Wiring by layer:
The bar under the picture is 20 µm long.
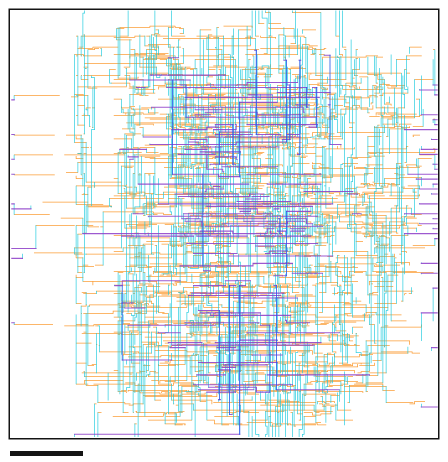
Pin placement:
Pins as bars across the die edge, other pins in gray.
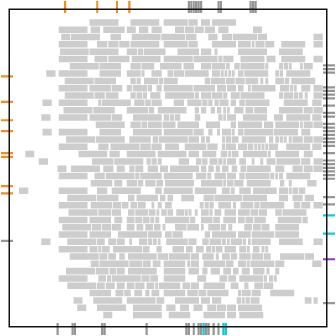
**src/rtl/denise_clut_if.sv**
```systemverilog
// Bundle between the CLUT arbiter, the CPU colour-register port, the pixel pipeline and the CLUT RAM.
interface denise_clut_if #(
  parameter int unsigned IDX_W = 5,
  parameter int unsigned RGB_W = 12
);
  logic             cpu_wr;
  logic [IDX_W-1:0] cpu_idx;
  logic [RGB_W-1:0] cpu_rgb;
  logic             pix_rd;
  logic [IDX_W-1:0] pix_idx;
  logic [RGB_W-1:0] pix_rgb;
  logic             pix_valid;
  logic             ram_we;
  logic [IDX_W-1:0] ram_addr;
  logic [RGB_W-1:0] ram_wdata;
  logic [RGB_W-1:0] ram_rdata;
  logic             ovf;
  logic             ovf_clr;
  logic             pending;

  modport master (
    output cpu_wr, cpu_idx, cpu_rgb, pix_rd, pix_idx, ram_rdata, ovf_clr,
    input  pix_rgb, pix_valid, ram_we, ram_addr, ram_wdata, ovf, pending
  );

  modport slave (
    input  cpu_wr, cpu_idx, cpu_rgb, pix_rd, pix_idx, ram_rdata, ovf_clr,
    output pix_rgb, pix_valid, ram_we, ram_addr, ram_wdata, ovf, pending
  );
endinterface

```
**src/rtl/denise_clut_arbiter.sv**
```systemverilog
// Shares the single-port CLUT RAM between pixel lookups (priority) and queued CPU colour writes,
// with write coalescing and read forwarding from the pending-write queue.
module denise_clut_arbiter #(
  parameter int unsigned DEPTH = 4,
  parameter int unsigned IDX_W = 5,
  parameter int unsigned RGB_W = 12
) (
  input logic          clk,
  input logic          rst_n,
  denise_clut_if.slave bus
);

  localparam int unsigned AW = $clog2(DEPTH);
  localparam int unsigned PW = AW + 1;

  typedef enum logic [1:0] {
    SLOT_IDLE,
    SLOT_RD,
    SLOT_WR
  } slot_e;

  typedef struct packed {
    logic [IDX_W-1:0] idx;
    logic [RGB_W-1:0] rgb;
  } entry_t;

  entry_t           fifo_q [DEPTH];
  logic [PW-1:0]    rd_ptr_q, wr_ptr_q, rd_ptr_d, wr_ptr_d, count;
  logic [AW-1:0]    head_ptr, age, slot;
  logic [DEPTH-1:0] ent_valid;
  logic             full, pending_q, pending_d, ovf_q;
  logic             push, pop, drop;
  logic             co_hit;
  logic [AW-1:0]    co_slot;
  logic             fwd_hit, fwd_hit_q;
  logic [RGB_W-1:0] fwd_data, fwd_data_q;
  logic [RGB_W-1:0] pix_rgb_q;
  logic             pix_valid_q;
  slot_e            slot_q, slot_d;
  logic             we_c;
  logic [IDX_W-1:0] addr_c, addr_q;
  logic [RGB_W-1:0] wdata_c, wdata_q;
  entry_t           head;

  assign count    = wr_ptr_q - rd_ptr_q;
  assign full     = (wr_ptr_q[AW] != rd_ptr_q[AW]) &&
                    (wr_ptr_q[AW-1:0] == rd_ptr_q[AW-1:0]);
  assign head_ptr = rd_ptr_q[AW-1:0];
  assign head     = fifo_q[head_ptr];

  // Slot selection: pixel reads always win, writes drain only in idle slots
  always_comb begin
    slot_d  = SLOT_IDLE;
    we_c    = 1'b0;
    pop     = 1'b0;
    addr_c  = addr_q;
    wdata_c = wdata_q;
    if (bus.pix_rd) begin
      slot_d = SLOT_RD;
      addr_c = bus.pix_idx;
    end else if (pending_q) begin
      slot_d  = SLOT_WR;
      we_c    = 1'b1;
      pop     = 1'b1;
      addr_c  = head.idx;
      wdata_c = head.rgb;
    end
  end

  // Queue searches: occupancy by age, newest-match forwarding, coalesce target
  always_comb begin
    ent_valid = '0;
    age       = '0;
    slot      = '0;
    fwd_hit   = 1'b0;
    fwd_data  = '0;
    co_hit    = 1'b0;
    co_slot   = '0;
    for (int i = 0; i < DEPTH; i++) begin
      age          = AW'(i) - head_ptr;
      ent_valid[i] = ({1'b0, age} < count);
    end
    for (int k = 0; k < DEPTH; k++) begin
      slot = head_ptr + AW'(k);
      if ((PW'(k) < count) && (fifo_q[slot].idx == bus.pix_idx)) begin
        fwd_hit  = 1'b1;
        fwd_data = fifo_q[slot].rgb;
      end
    end
    for (int i = 0; i < DEPTH; i++) begin
      if (bus.cpu_wr && ent_valid[i] && !(pop && (AW'(i) == head_ptr)) &&
          (fifo_q[i].idx == bus.cpu_idx)) begin
        co_hit  = 1'b1;
        co_slot = AW'(i);
      end
    end
  end

  assign push      = bus.cpu_wr && !co_hit && (!full || pop);
  assign drop      = bus.cpu_wr && !co_hit && full && !pop;
  assign wr_ptr_d  = wr_ptr_q + PW'(push);
  assign rd_ptr_d  = rd_ptr_q + PW'(pop);
  assign pending_d = (wr_ptr_d != rd_ptr_d);

  always_ff @(posedge clk or negedge rst_n) begin
    if (!rst_n) begin
      slot_q <= SLOT_IDLE;
    end else begin
      slot_q <= slot_d;
    end
  end

  always_ff @(posedge clk or negedge rst_n) begin
    if (!rst_n) begin
      rd_ptr_q  <= '0;
      wr_ptr_q  <= '0;
      pending_q <= 1'b0;
      ovf_q     <= 1'b0;
      addr_q    <= '0;
      wdata_q   <= '0;
    end else begin
      rd_ptr_q  <= rd_ptr_d;
      wr_ptr_q  <= wr_ptr_d;
      pending_q <= pending_d;
      addr_q    <= addr_c;
      wdata_q   <= wdata_c;
      if (drop) begin
        ovf_q <= 1'b1;
      end else if (bus.ovf_clr) begin
        ovf_q <= 1'b0;
      end
    end
  end

  // Queue storage carries no reset; validity comes from the pointers
  always_ff @(posedge clk) begin
    if (push) begin
      fifo_q[wr_ptr_q[AW-1:0]] <= '{idx: bus.cpu_idx, rgb: bus.cpu_rgb};
    end else if (co_hit) begin
      fifo_q[co_slot].rgb <= bus.cpu_rgb;
    end
  end

  // Read pipeline: forward snapshot taken at issue, merged with RAM data one cycle later
  always_ff @(posedge clk or negedge rst_n) begin
    if (!rst_n) begin
      fwd_hit_q   <= 1'b0;
      fwd_data_q  <= '0;
      pix_rgb_q   <= '0;
      pix_valid_q <= 1'b0;
    end else begin
      fwd_hit_q   <= bus.pix_rd && fwd_hit;
      if (bus.pix_rd) begin
        fwd_data_q <= fwd_data;
      end
      pix_valid_q <= (slot_q == SLOT_RD);
      if (slot_q == SLOT_RD) begin
        pix_rgb_q <= fwd_hit_q ? fwd_data_q : bus.ram_rdata;
      end
    end
  end

  assign bus.ram_we    = we_c;
  assign bus.ram_addr  = addr_c;
  assign bus.ram_wdata = wdata_c;
  assign bus.pix_rgb   = pix_rgb_q;
  assign bus.pix_valid = pix_valid_q;
  assign bus.ovf       = ovf_q;
  assign bus.pending   = pending_q;

endmodule

```
**src/flat_wrapper.sv**
```systemverilog
// flat-port wrapper written by rule: the top's interface ports become plain ports
module denise_clut_arbiter_flat 
#(
  parameter int unsigned DEPTH = 4,
  parameter int unsigned IDX_W = 5,
  parameter int unsigned RGB_W = 12
)
  (clk, rst_n, bus_cpu_wr, bus_cpu_idx, bus_cpu_rgb, bus_pix_rd, bus_pix_idx, bus_ram_rdata, bus_ovf_clr, bus_pix_rgb, bus_pix_valid, bus_ram_we, bus_ram_addr, bus_ram_wdata, bus_ovf, bus_pending);
  denise_clut_if #(.IDX_W(IDX_W), .RGB_W(RGB_W)) bus_i ();
  input logic clk;
  input logic rst_n;
  input wire logic [$bits(bus_i.cpu_wr)-1:0] bus_cpu_wr;
  input wire logic [$bits(bus_i.cpu_idx)-1:0] bus_cpu_idx;
  input wire logic [$bits(bus_i.cpu_rgb)-1:0] bus_cpu_rgb;
  input wire logic [$bits(bus_i.pix_rd)-1:0] bus_pix_rd;
  input wire logic [$bits(bus_i.pix_idx)-1:0] bus_pix_idx;
  input wire logic [$bits(bus_i.ram_rdata)-1:0] bus_ram_rdata;
  input wire logic [$bits(bus_i.ovf_clr)-1:0] bus_ovf_clr;
  output wire logic [$bits(bus_i.pix_rgb)-1:0] bus_pix_rgb;
  output wire logic [$bits(bus_i.pix_valid)-1:0] bus_pix_valid;
  output wire logic [$bits(bus_i.ram_we)-1:0] bus_ram_we;
  output wire logic [$bits(bus_i.ram_addr)-1:0] bus_ram_addr;
  output wire logic [$bits(bus_i.ram_wdata)-1:0] bus_ram_wdata;
  output wire logic [$bits(bus_i.ovf)-1:0] bus_ovf;
  output wire logic [$bits(bus_i.pending)-1:0] bus_pending;
  assign bus_i.cpu_wr = bus_cpu_wr;
  assign bus_i.cpu_idx = bus_cpu_idx;
  assign bus_i.cpu_rgb = bus_cpu_rgb;
  assign bus_i.pix_rd = bus_pix_rd;
  assign bus_i.pix_idx = bus_pix_idx;
  assign bus_i.ram_rdata = bus_ram_rdata;
  assign bus_i.ovf_clr = bus_ovf_clr;
  assign bus_pix_rgb = bus_i.pix_rgb;
  assign bus_pix_valid = bus_i.pix_valid;
  assign bus_ram_we = bus_i.ram_we;
  assign bus_ram_addr = bus_i.ram_addr;
  assign bus_ram_wdata = bus_i.ram_wdata;
  assign bus_ovf = bus_i.ovf;
  assign bus_pending = bus_i.pending;
  denise_clut_arbiter #(.DEPTH(DEPTH), .IDX_W(IDX_W), .RGB_W(RGB_W)) u_core (.clk(clk), .rst_n(rst_n), .bus(bus_i));
endmodule
```
**config.mk**
```make
export PLATFORM = sky130hd
export DESIGN_NAME = denise_clut_arbiter_flat
export DESIGN_NICKNAME = d
export VERILOG_FILES = /design/src/rtl/denise_clut_if.sv /design/src/rtl/denise_clut_arbiter.sv /design/src/flat_wrapper.sv
export SDC_FILE = /design/constraint.sdc
export NUM_CORES = 1
export LEC_CHECK = 0
export CORE_MARGIN = 1
export CORE_UTILIZATION = 54
export CTS_BUF_LIST = sky130_fd_sc_hd__clkbuf_8
export CTS_CLUSTER_SIZE = 25
export DETAILED_ROUTE_END_ITERATION = 16
export PLACE_DENSITY = 0.89
export SLEW_MARGIN = 20
export SYNTH_ARGS = -nofsm -noshare
export SYNTH_HDL_FRONTEND = slang
export SYNTH_SLANG_ARGS = --single-unit
```
**constraint.sdc**
```tcl
create_clock -name clk -period 5.35 [get_ports clk]
set_clock_uncertainty 0.1 [all_clocks]
set_input_delay 1.605 -clock clk [delete_from_list [all_inputs] [get_ports clk]]
set_output_delay 1.605 -clock clk [all_outputs]
set_load 0.005 [all_outputs]
```
==> results.cfg <==
; yosys + openroad results
[outcome]
status = complete, no violations

[power]
leakagePower_nw = 3.07
clkPwrFrac_pct = 17.0
pwr-share-seq_pct = 29.8
p_switching_mw = 2.11
pwr-share-comb_pct = 53.3
intPower_mw = 3.17

[detailed_routing]
first_pass_iters = 5

[timing]
tns_ns = 0
finalHoldViolations = 0
drv_slew = 0
finalSetupViolCount = 0
fmax_mhz = 199

[place]
dp_hpwl_um = 12200

[synthesis]
yosys_area_um2 = 7200
yosys-top-cells-area = edfxtp_1 28%, dfrtp_1 18%, mux4_2 13%
synth_seq_share_pct = 46.8
ys_cells = 560
synth-edff-count = 68

[cts]
holdBufCountCts = 0
path_clk_slew_ns = 0.08
cts-root-buf = clkbuf_8

[floorplan]
die_w_um = 117
die_h_um = 117
chipArea_um2 = 13800

[global_routing]
antenna_found_initial = 0
grt_max_degree = 54

[hold_path]
holdPathStages = 2
hp-class = register to register

[layout]
area_growth_pct = 18.5

[flow_run]
warnings = 33

[setup_path]
critical_path_arrival_ns = 3.32
required_ns = 3.65
rr_startpoint = u_core.rd_ptr_q[0]
cp_top_family = buffers and inverters
Notes on 'wiring by layer' above:
legend:
  metal 4:
    color: blue
    wire_length: 417 µm
  metal 3:
    color: purple
    wire_length: 1950 µm
  metal 2:
    color: cyan
    wire_length: 8320 µm
  metal 1:
    color: orange
    wire_length: 7050 µm

Notes on 'pin placement' above:
legend:
  bus_ram_addr:
    color: cyan
    pins: 5
    direction: output
    edge: 3 bottom, 2 right
  bus_cpu_rgb:
    color: orange
    pins: 12
    direction: input
    edge: 8 left, 4 top
  bus_pending:
    color: purple
    pins: 1
    direction: output
    edge: right
all pins by edge: 30 right, 18 bottom, 15 top, 9 left

## cell type report
| class | instances | share of cell area (%) |
|---|---|---|
| clock buffers | 17 | 2.74 |
| clock inverters | 15 | 2.35 |
| inverters | 16 | 0.704 |
| multi-input cells | 376 | 41.9 |
| flip-flops and latches | 121 | 39.5 |
| well taps | 172 | 2.52 |
| repair buffers | 94 | 10.3 |
## layer usage
| metal | GRT usage, % | vias to the layer above | wire length, µm |
|---|---|---|---|
| li1 | - | 2274 | - |
| met1 | 34.8 | 2555 | 7050 |
| met2 | 41.6 | 324 | 8310 |
| met3 | 8.82 | 46 | 1950 |
| met4 | 10.1 | 0 | 416 |
| met5 | 0 | - | 0 |
## registers in the layout, summed over array words and instances, names as in the netlist
name and flops:
u_core.bus.pix_valid 1, u_core.fifo_q 68, u_core.addr_q 5, u_core.bus.pix_rgb 12, u_core.wdata_q 12, u_core.bus.pending 1, u_core.bus.ovf 1, u_core.slot_q 2
u_core.fwd_data_q 12, u_core.wr_ptr_q 3, u_core.fwd_hit_q 1, u_core.rd_ptr_q 3
## cells by family after synthesis
family | count (synthesis) | synth area share (%)
muxes | 121 | 24.6
DFF | 121 | 46.8
and+or+nand+nor | 119 | 8.37
AOI/OAI and AO/OA | 72 | 7.59
buffers and inverters | 63 | 3.68
xor gates and xnor gates | 47 | 5.92
adders and majority gates | 17 | 3.06
## path summary, 6_finish.rpt
check,end,slack [ns]
setup / recovery,bus_ram_addr[0],0.33
max in group asynchronous,u_core.rd_ptr_q[0],3.49
hold / removal,u_core.bus.pix_rgb[5],0.39
min in group asynchronous,u_core.addr_q[4],1.16
hold reg to reg,u_core.bus.pix_rgb[5],0.39
setup reg to reg,u_core.bus.pending,0.65
## worst reg2reg max path, stage by stage (launching register included)
cell,delay (ns)
dfrtp_4,0.83
ha_1,0.29
inv_1,0.07
fa_1,0.43
inv_1,0.22
ha_1,0.28
nor2b_1,0.13
o21a_1,0.19
or4_1,0.46
nand4bb_1,0.21
nand2b_1,0.23
inv_1,0.08
ha_1,0.18
ha_1,0.18
xor2_1,0.16
xor2_1,0.17
or3_1,0.36
## power groups by stage
stage | Sequential (mW) | Combinational (mW) | Clock [mW]
global placement | 1.55 | 2.65 | 0
floorplan | 1.44 | 2.00 | 0
detailed placement | 1.58 | 2.73 | 0
CTS | 1.56 | 2.76 | 0.899
finish | 1.57 | 2.81 | 0.895
global route | 1.61 | 3.00 | 0.939
## stage by stage
stage	utilization (%)	power, mW	instance area, µm²	hold WS [ns]	instances
after floorplan	-	3.44	7200	0.373	560
after global placement	63.1	4.20	8090	0.362	779
after detailed placement	63.2	4.31	8100	0.380	779
after CTS	66.5	5.23	8530	0.396	811
after global routing	66.5	5.54	8530	0.406	811
final	66.5	5.28	8530	0.388	811
Power and IR drop assume default switching activity.
